### Met1 routing

Bar = 50 um.
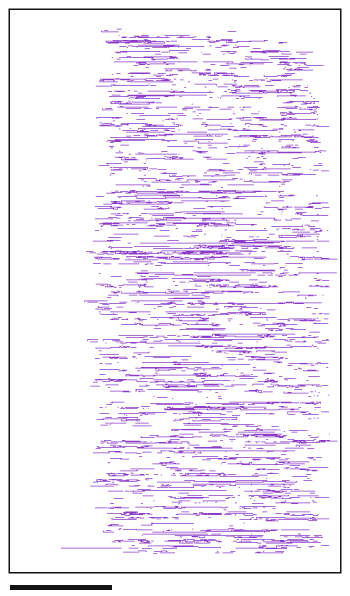
### M2 wires

Bar = 50 um.
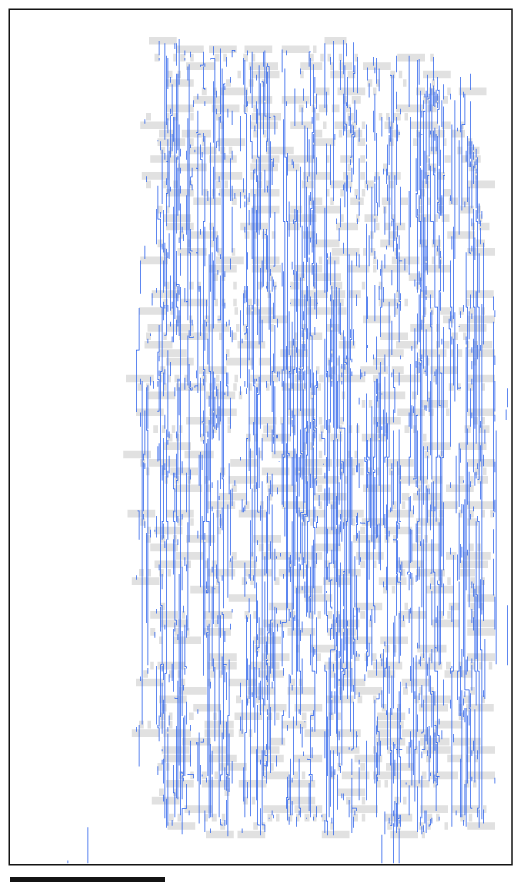
--- src/rtl/processor_movavg.sv ---
// Moving-average filter between the ADC and DAC/PWM path: N-tap circular buffer with a
// running sum, truncating divide by N, raw-sample bypass and a sticky overrun flag.
module processor_movavg #(
  parameter int unsigned DW     = 10,
  parameter int unsigned LOG2_N = 4
) (
  input  logic          sysclk,
  input  logic          rst_n,
  input  logic          data_valid,
  input  logic [DW-1:0] data_in,
  input  logic          bypass,
  input  logic          clr_ovr,
  output logic [DW-1:0] data_out,
  output logic          out_valid,
  output logic          overrun
);

  localparam int unsigned N  = 1 << LOG2_N;
  localparam int unsigned AW = DW + LOG2_N;

  typedef enum logic [1:0] {StIdle = 2'd0, StUpd = 2'd1, StOut = 2'd2} state_e;

  state_e              state_q, state_d;
  logic                dv_q;
  logic                dv_rise;
  logic                do_latch, do_upd, do_out, do_drop;
  logic [DW-1:0]       buf_q [N];
  logic [LOG2_N-1:0]   wptr_q;
  logic [AW-1:0]       acc_q;
  logic [DW-1:0]       s_reg_q;
  logic [DW-1:0]       old_reg_q;

  assign dv_rise = data_valid & ~dv_q;

  always_ff @(posedge sysclk or negedge rst_n) begin
    if (!rst_n) begin
      state_q <= StIdle;
    end else begin
      state_q <= state_d;
    end
  end

  always_comb begin
    state_d = state_q;
    unique case (state_q)
      StIdle:  if (dv_rise) state_d = StUpd;
      StUpd:   state_d = StOut;
      StOut:   state_d = StIdle;
      default: state_d = StIdle;
    endcase
  end

  always_comb begin
    do_latch = (state_q == StIdle) && dv_rise;
    do_upd   = (state_q == StUpd);
    do_out   = (state_q == StOut);
    do_drop  = (state_q != StIdle) && dv_rise;
  end

  // acc always holds the exact sum of buf_q, so the full-width update cannot wrap.
  always_ff @(posedge sysclk or negedge rst_n) begin
    if (!rst_n) begin
      dv_q      <= 1'b0;
      wptr_q    <= '0;
      acc_q     <= '0;
      s_reg_q   <= '0;
      old_reg_q <= '0;
      data_out  <= '0;
      out_valid <= 1'b0;
      overrun   <= 1'b0;
      for (int i = 0; i < N; i++) begin
        buf_q[i] <= '0;
      end
    end else begin
      dv_q      <= data_valid;
      out_valid <= do_out;
      if (do_latch) begin
        s_reg_q   <= data_in;
        old_reg_q <= buf_q[wptr_q];
      end
      if (do_upd) begin
        acc_q         <= acc_q + AW'(s_reg_q) - AW'(old_reg_q);
        buf_q[wptr_q] <= s_reg_q;
        wptr_q        <= wptr_q + LOG2_N'(1);
      end
      if (do_out) begin
        data_out <= bypass ? s_reg_q : acc_q[AW-1:LOG2_N];
      end
      // A drop in the same cycle as clr_ovr keeps the flag set.
      if (do_drop) begin
        overrun <= 1'b1;
      end else if (clr_ovr) begin
        overrun <= 1'b0;
      end
    end
  end

endmodule

--- config.mk ---
export PLATFORM = sky130hd
export DESIGN_NAME = processor_movavg
export DESIGN_NICKNAME = d
export VERILOG_FILES = /design/src/rtl/processor_movavg.sv
export SDC_FILE = /design/constraint.sdc
export NUM_CORES = 1
export LEC_CHECK = 0
export CAP_MARGIN = 5
export CELL_PAD_IN_SITES_DETAIL_PLACEMENT = 1
export CELL_PAD_IN_SITES_GLOBAL_PLACEMENT = 1
export CORE_ASPECT_RATIO = 1.75
export CORE_MARGIN = 5
export CORE_UTILIZATION = 25
export DETAILED_ROUTE_END_ITERATION = 8
export DONT_BUFFER_PORTS = 1
export GPL_TIMING_DRIVEN = 0
export PLACE_DENSITY = 0.45
export RECOVER_POWER = 100
export SYNTH_ARGS = -nofsm -noshare
export SYNTH_HDL_FRONTEND = slang
export SYNTH_SLANG_ARGS = --single-unit
--- constraint.sdc ---
create_clock -name sysclk -period 3.68 [get_ports sysclk]
set_input_delay 1.104 -clock sysclk [delete_from_list [all_inputs] [get_ports sysclk]]
set_output_delay 1.104 -clock sysclk [all_outputs]
set_load 0.02 [all_outputs]
==> flow_summary.ini <==
; physical design summary
[run]
warnings = 31

[logic_synthesis]
synthTopLogicFamily = multiplexers
yosys_most_used_dff = dfrtp_1
ys_sh_aoi = 0.119
fa_ha_area_frac = 0.0424
synth_area_per_cell_sq_um = 11.0
area_leaders = dfrtp_1, mux4_1, o21ai_0
floorplan.nets = 953
simple_gate_area_frac = 0.0955
ys_seq_frac = 0.531

[power_and_ir_drop]
switching_share = 0.379
p_int_uw = 6070
switching_power_uw = 3700
ir_worst_vdd_mv = 0.299
clk-power_uw = 2360
seq_power_uw = 3650
combinationalPowerShare = 0.385
power_density_nw_per_um2 = 857

[route]
drtAntennaViolNets = 0
wire_per_inst_um = 22.9
viasPerCell = 4.73
drc = 0
met2_length_um = 19400

[cts]
clk_latency_ns = 0.53
clk_pin_slew_ns = 0.06
cts_setup_buffers = 1
clock_sinks = 213
tritoncts = yes
cts_max_path_buffers = 3

[setup_path]
r2r_cells = 11
critPathBufInv = 3
rrSetupSlack_ns = 0.33
path_cells = inv_1 > clkbuf_2 > fa_1 > inv_1 > fa_1 > a21o_1 > a21oi_1 > nor3_1 > a211oi_2 > nor4_1 > or3_1

[final_timing]
rsz0062_at_grt = no
setup_ws_ns = 0.327
worstMarginPinSlew_ns = 0.862
max_freq_ghz = 0.298
min_period_ns = 3.35

[global_routing]
antenna_found_initial = 0
top_usage_layer = met2
grt_first_pass_wirelength_um = 50800
grt_pass1_vias = 7621
grtUsageMet3 = 0.0151

[die]
rows = 97
num_io_pins = 27
nWellTaps = 495
chip_area_sq_um = 44400
die_w_um = 161

[layout]
insertedDiodeCount = 0
regArea_sq_um = 5330
largest_register = buf_q
final.clkbuf_count = 35
final_common_cell = nand2_1
comb_area_frac = 0.367
flops = 213
drive_above_1_share = 0.0716

[placement]
port_buffers = 0
post_dp_cell_area_sq_um = 10700
place_ws_ns = -0.187

[run_status]
status = finished clean
## Picture notes: 'Met1 routing'
nets with wire on the layer = 932
share of all routed wire = 37%
longest straight run = 57.0 um
wire length on this layer = 12,200 um
main direction = horizontal
met1 usage: 0.163
Total Wirelength: 33,100 um
via count: 6,832

## Picture notes: 'M2 wires'
share of all routed wire = 59%
wire length on this layer = 19,400 um
nets with wire on the layer = 789
met2 usage: 0.317

